clock_wires.png
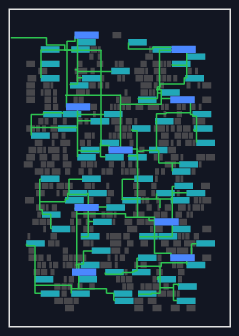
m3.png
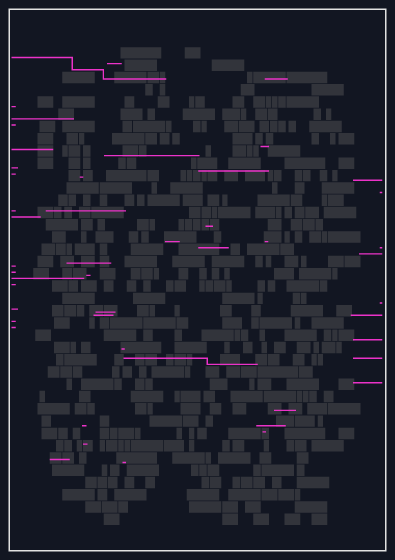
congestion_map.png
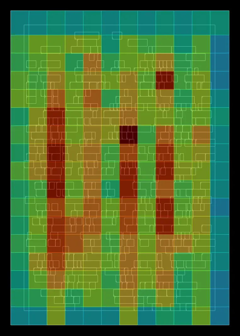
gates.png
The bar under the picture is 20 µm long.
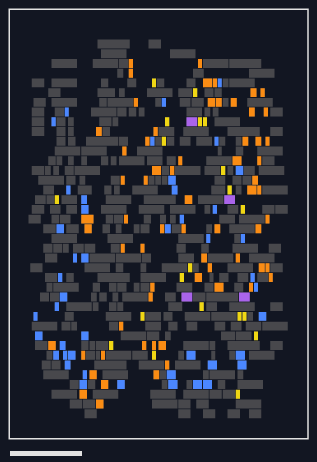
<file path="src/rtl/score_bcd_ctrl_if.sv">
// Score sequencer bus: game-side inputs and BCD digit outputs.
// The hiscore/show_hi pair exists only when HISCORE_EN is defined.
interface score_bcd_ctrl_if #(
    parameter int SCORE_W = 14
);
    logic               score_get;
    logic [1:0]         game_state;
    logic [SCORE_W-1:0] score;
    logic [3:0]         bcd3;
    logic [3:0]         bcd2;
    logic [3:0]         bcd1;
    logic [3:0]         bcd0;
    logic               busy;
    logic               bcd_valid;
`ifdef HISCORE_EN
    logic               show_hi;
    logic [SCORE_W-1:0] hiscore;

    modport master (
        output score_get, game_state, show_hi,
        input  score, bcd3, bcd2, bcd1, bcd0,
        input  busy, bcd_valid, hiscore
    );
    modport slave (
        input  score_get, game_state, show_hi,
        output score, bcd3, bcd2, bcd1, bcd0,
        output busy, bcd_valid, hiscore
    );
`else
    modport master (
        output score_get, game_state,
        input  score, bcd3, bcd2, bcd1, bcd0,
        input  busy, bcd_valid
    );
    modport slave (
        input  score_get, game_state,
        output score, bcd3, bcd2, bcd1, bcd0,
        output busy, bcd_valid
    );
`endif
endinterface

</file>
<file path="src/rtl/score_bcd_ctrl.sv">
// Saturating score counter with iterative double-dabble BCD conversion.
// Optional high-score register enabled by defining HISCORE_EN.
module score_bcd_ctrl #(
    parameter int unsigned  MAX_SCORE      = 9999,
    parameter int           SCORE_W        = 14,
    parameter logic [1:0]   PLAY_STATE     = 2'b01,
    parameter logic [1:0]   GAMEOVER_STATE = 2'b11
) (
    input  logic            clk,
    input  logic            reset,
    score_bcd_ctrl_if.slave bus
);
    localparam int SR_W = SCORE_W + 16;

    typedef enum logic [1:0] {IDLE, LOAD, SHIFT, DONE} state_t;

    state_t             state_q, state_d;
    logic               score_get_q;
    logic [1:0]         game_state_q;
    logic [SCORE_W-1:0] score_q, score_d;
    logic               dirty_q, dirty_set;
    logic [SR_W-1:0]    sr_q, sr_sh;
    logic [3:0]         iter_q;
    logic [15:0]        bcd_q;
    logic               valid_q;
    logic               busy;
    logic               rise, new_game, inc_ok, last;
    logic [SCORE_W-1:0] src;

    function automatic logic [SR_W-1:0] dabble(input logic [SR_W-1:0] v);
        logic [SR_W-1:0] t;
        t = v;
        for (int i = 0; i < 4; i++) begin
            if (t[SCORE_W+4*i +: 4] >= 4'd5)
                t[SCORE_W+4*i +: 4] = t[SCORE_W+4*i +: 4] + 4'd3;
        end
        return {t[SR_W-2:0], 1'b0};
    endfunction

`ifdef HISCORE_EN
    logic [SCORE_W-1:0] hiscore_q;
    logic               show_hi_q;
    logic               go_entry;

    always_comb begin
        go_entry = (bus.game_state == GAMEOVER_STATE)
                && (game_state_q != GAMEOVER_STATE);
        src = bus.show_hi ? hiscore_q : score_q;
    end

    always_ff @(posedge clk) begin
        if (reset) begin
            hiscore_q <= '0;
            show_hi_q <= 1'b0;
        end else begin
            show_hi_q <= bus.show_hi;
            if (go_entry && score_q > hiscore_q)
                hiscore_q <= score_q;
        end
    end

    assign bus.hiscore = hiscore_q;
`else
    assign src = score_q;
`endif

    always_comb begin
        rise     = bus.score_get & ~score_get_q;
        new_game = (bus.game_state == PLAY_STATE)
                && (game_state_q != PLAY_STATE);
        // Saturated increments change nothing, so they must not dirty.
        inc_ok   = rise
                && (bus.game_state != GAMEOVER_STATE)
                && (score_q != SCORE_W'(MAX_SCORE));
        score_d  = score_q;
        if (new_game)
            score_d = '0;
        else if (inc_ok)
            score_d = score_q + 1'b1;
        dirty_set = new_game | inc_ok;
`ifdef HISCORE_EN
        dirty_set = dirty_set | (bus.show_hi ^ show_hi_q);
`endif
        sr_sh = dabble(sr_q);
        last  = (iter_q == 4'(SCORE_W - 1));
    end

    always_comb begin
        state_d = state_q;
        busy    = 1'b0;
        unique case (state_q)
            IDLE:  if (dirty_q) state_d = LOAD;
            LOAD:  begin
                busy    = 1'b1;
                state_d = SHIFT;
            end
            SHIFT: begin
                busy = 1'b1;
                if (last) state_d = DONE;
            end
            DONE:  state_d = IDLE;
        endcase
    end

    always_ff @(posedge clk) begin
        if (reset) state_q <= IDLE;
        else       state_q <= state_d;
    end

    always_ff @(posedge clk) begin
        if (reset) begin
            score_get_q  <= 1'b0;
            game_state_q <= 2'b00;
            score_q      <= '0;
            dirty_q      <= 1'b0;
            sr_q         <= '0;
            iter_q       <= '0;
            bcd_q        <= '0;
            valid_q      <= 1'b0;
        end else begin
            score_get_q  <= bus.score_get;
            game_state_q <= bus.game_state;
            score_q      <= score_d;
            valid_q      <= 1'b0;
            if (dirty_set)
                dirty_q <= 1'b1;
            else if (state_q == LOAD)
                dirty_q <= 1'b0;
            if (state_q == LOAD) begin
                sr_q   <= {16'd0, src};
                iter_q <= '0;
            end
            // Digits land on the final shift so they are live in DONE.
            if (state_q == SHIFT) begin
                sr_q   <= sr_sh;
                iter_q <= iter_q + 1'b1;
                if (last) begin
                    bcd_q   <= sr_sh[SR_W-1 -: 16];
                    valid_q <= 1'b1;
                end
            end
        end
    end

    assign bus.score     = score_q;
    assign bus.bcd3      = bcd_q[15:12];
    assign bus.bcd2      = bcd_q[11:8];
    assign bus.bcd1      = bcd_q[7:4];
    assign bus.bcd0      = bcd_q[3:0];
    assign bus.busy      = busy;
    assign bus.bcd_valid = valid_q;
endmodule

</file>
<file path="src/flat_wrapper.sv">
// flat-port wrapper written by rule: the top's interface ports become plain ports
module score_bcd_ctrl_flat 
#(
    parameter int unsigned  MAX_SCORE      = 9999,
    parameter int           SCORE_W        = 14,
    parameter logic [1:0]   PLAY_STATE     = 2'b01,
    parameter logic [1:0]   GAMEOVER_STATE = 2'b11
)
  (clk, reset, bus_score_get, bus_game_state, bus_score, bus_bcd3, bus_bcd2, bus_bcd1, bus_bcd0, bus_busy, bus_bcd_valid);
  score_bcd_ctrl_if #(.SCORE_W(SCORE_W)) bus_i ();
  input  logic clk;
  input  logic reset;
  input wire logic [$bits(bus_i.score_get)-1:0] bus_score_get;
  input wire logic [$bits(bus_i.game_state)-1:0] bus_game_state;
  output wire logic [$bits(bus_i.score)-1:0] bus_score;
  output wire logic [$bits(bus_i.bcd3)-1:0] bus_bcd3;
  output wire logic [$bits(bus_i.bcd2)-1:0] bus_bcd2;
  output wire logic [$bits(bus_i.bcd1)-1:0] bus_bcd1;
  output wire logic [$bits(bus_i.bcd0)-1:0] bus_bcd0;
  output wire logic [$bits(bus_i.busy)-1:0] bus_busy;
  output wire logic [$bits(bus_i.bcd_valid)-1:0] bus_bcd_valid;
  assign bus_i.score_get = bus_score_get;
  assign bus_i.game_state = bus_game_state;
  assign bus_score = bus_i.score;
  assign bus_bcd3 = bus_i.bcd3;
  assign bus_bcd2 = bus_i.bcd2;
  assign bus_bcd1 = bus_i.bcd1;
  assign bus_bcd0 = bus_i.bcd0;
  assign bus_busy = bus_i.busy;
  assign bus_bcd_valid = bus_i.bcd_valid;
  score_bcd_ctrl #(.MAX_SCORE(MAX_SCORE), .SCORE_W(SCORE_W), .PLAY_STATE(PLAY_STATE), .GAMEOVER_STATE(GAMEOVER_STATE)) u_core (.clk(clk), .reset(reset), .bus(bus_i));
endmodule
</file>
<file path="config.mk">
export PLATFORM = sky130hd
export DESIGN_NAME = score_bcd_ctrl_flat
export DESIGN_NICKNAME = d
export VERILOG_FILES = /design/src/rtl/score_bcd_ctrl_if.sv /design/src/rtl/score_bcd_ctrl.sv /design/src/flat_wrapper.sv
export SDC_FILE = /design/constraint.sdc
export NUM_CORES = 1
export LEC_CHECK = 0
export CAP_MARGIN = 20
export CORE_ASPECT_RATIO = 1.5
export CORE_MARGIN = 5
export CORE_UTILIZATION = 42
export DETAILED_ROUTE_END_ITERATION = 8
export HOLD_SLACK_MARGIN = 0.08
export SLEW_MARGIN = 20
export SYNTH_ARGS = -nofsm -noshare
export SYNTH_HDL_FRONTEND = slang
export SYNTH_SLANG_ARGS = --single-unit
</file>
<file path="constraint.sdc">
create_clock -name clk -period 4.45 [get_ports clk]
set_input_delay 0.6675 -clock clk [delete_from_list [all_inputs] [get_ports clk]]
set_output_delay 0.6675 -clock clk [all_outputs]
set_load 0.005 [all_outputs]
</file>
==> Changelog: implementation <==
## Implementation

- Num tapcells: 105
- CTS tree: done
- Post-CTS Hold Buffers: 0
- Internal: 1.26 mW
- First-pass GRT wire length: 14.1 mm
- Count of library flops with an enable pin: 0
- Slew Viols, Final: 0
- Clock power share: 34.3%
- Buf/Inv on CP: 2
- Area of the multi-input gates: 1770 µm²
- CTS resizes: 0
- Slew headroom: 49.9%
- Post-CTS Setup Inserts: 0
- Antenna Nets Post-Route: 0
- Core area: 7910 µm²
- Worst Tran Pin Value: 749 ps
- Slowest cell on crit path: ha_1
- Die width: 83.1 µm
- Sw Share: 32.3%
- Crit-path cells: inv_1, ha_1, clkdlybuf4s50_1
- Dpl cells: 513
- Crit path DRT: 3780 ps
- Vias per inst: 5.58
- Post-Syn Nets: 411
- Critical Path Start Type: flip-flop
- # fillers: 815
- And+or+nand+nor area frac: 24.1%
- Cell taking the most area after synthesis: dfxtp_1
- Nets@finish: 438
- IO Port Bufs: 36
- Period minus WS final: 2660 ps
- Worst Hold Endpoint: u_core.bcd_q[0]
- Final WL: 8.35 mm
- Proportion of layout cells with a drive suffix above 1: 5.67%
- Multiplexer share of the synthesized area: 2.23%
- Max-area cell share: 42.2%
- Hold-critical path depth: 2
- Status: complete, no violations
- Routability Congestion: 0.833
- Pin count of the biggest net entering global routing: 32
- Tot GR Track Use: 17.7%
- Synth Cell Area: 3370 µm²
- XOR Share, Synth: 1.04%
- Area growth, synth to finish: 19.9%
- Biggest area cells: dfxtp_1, ha_1, a21oi_1
- Site row count: 40
- Worst r2r path cells: 6
- Reg2reg start: u_core.state_q[0]
- Ys flops: 71
- Fa+ha+maj area frac: 5.20%
- Crit-path max FO: 17
- TritonRoute pass-1 iters: 4
- Hold/Removal Path Class: reg2reg
- Final Setup Violations: 0
- CP Capture Type: output port
- Vias in the first global route: 2,916
- Clk cell area share: 6.42%
- FF-to-FF End: u_core.sr_q[26]
- Drt drc: 0
- CP startpoint: u_core.state_q[0]
- Seq share, synth: 42.2%
- TritonCTS buffer count: 9
- Inverter count: 20
- MI comb cells: 278
- Critical Path AT: 1990 ps
- Synth async-reset ratio: 0%
- Post-DP HPWL: 5.85 mm
- Worst VDD drop: 0.223 mV
- Max Cap Viol: 0
- H-tree levels: 3
- P_sw: 0.602 mW
- Setup repair after global routing missed its margin: false
- Most common cell in the netlist: dfxtp_1
-- clock_wires.png (at the start) --
[clock-net drivers] blue | count: 9
[clock wires] green | length: 961 µm
[flip-flops] cyan | count: 71
flops lie: widely spread
routed clock nets: 10
P_clk: 0.641 mW
skew final: 4.02 ps

-- m3.png (at the start) --
wire length on this layer: 270 µm
nets with wire on the layer: 36
share of all routed wire: 3.2%

-- congestion_map.png (at the start) --
met1 GRT Util: 19.0%
DR WL/cell: 15.8 µm
met2 Resource Use GR: 31.9%
Top Usage Layer GRT: met2

-- gates.png (at the start) --
[nor cells] orange | cells: 65
[inv cells] yellow | cells: 20
[xor and xnor cells] purple | cells: 4
[nand cells] blue | cells: 45
Comb/total area: 43.9%
Layout Cells excl Fill: 528
dominant logic cell type in the layout: dfxtp_1

cells by family (layout without fill, tap and decap cells):
family	count (synthesis)	count (layout)
xor+xnor	4	4
simple gates	149	149
buf+inv	43	74
compound gates	104	104
fa+ha+maj	14	14
mux	7	7
flops	71	71
state kept, by name (all words and copies together), names as in the netlist:
| signal | count |
|---|---|
| u_core.bus.score | 14 |
| u_core.game_state_q | 2 |
| u_core.bus.bcd_valid | 1 |
| u_core.dirty_q | 1 |
| u_core.sr_q | 30 |
| u_core.score_get_q | 1 |
| u_core.bcd_q | 16 |
| u_core.iter_q | 4 |
| u_core.state_q | 2 |
placed cells by master, fill, tap and decap left out, drive strengths merged, types with 16 or more instances in the layout:
cell type | synthesis | routed
nand2 | 19 | 19
dfxtp | 71 | 71
o21ai | 20 | 20
nor2 | 37 | 37
a211oi | 16 | 16
inv | 20 | 20
a21oi | 34 | 34
and3 | 17 | 17
clkdlybuf4s50 | 0 | 35
layer usage:
layer | share of wire (%) | GRT usage (%) | vias to the layer above | wire length, µm
met3 | 3.2 | 3.57 | 22 | 269
met1 | 41 | 19.0 | 1377 | 3450
met2 | 52 | 31.9 | 56 | 4340
met4 | 3.5 | 10.3 | 0 | 291
met5 | 0 | 0 | - | 0
li1 | - | - | 1489 | -
per-stage QoR:
step                instance area [µm²]  setup slack (ps)  hold slack, ps  util (%)
global route                       4040              1660             498      51.0
finish                             4040              1790             455      51.0
CTS                                4040              1760             457      51.0
detailed placement                 3780              2040             450      47.8
floorplan                          3370              2720             445         -
global placement                   3780              2070             448      47.8
power by group through the flow:
stage               Clock, mW  Sequential, mW  Combinational (mW)
finish                  0.641           0.752               0.473
floorplan                   0           0.755               0.365
global placement            0           0.765               0.472
global route            0.686           0.759               0.533
detailed placement          0           0.766               0.479
CTS                     0.655           0.752               0.480
Power figures rest on the tool's default switching activity, not on a simulated workload.
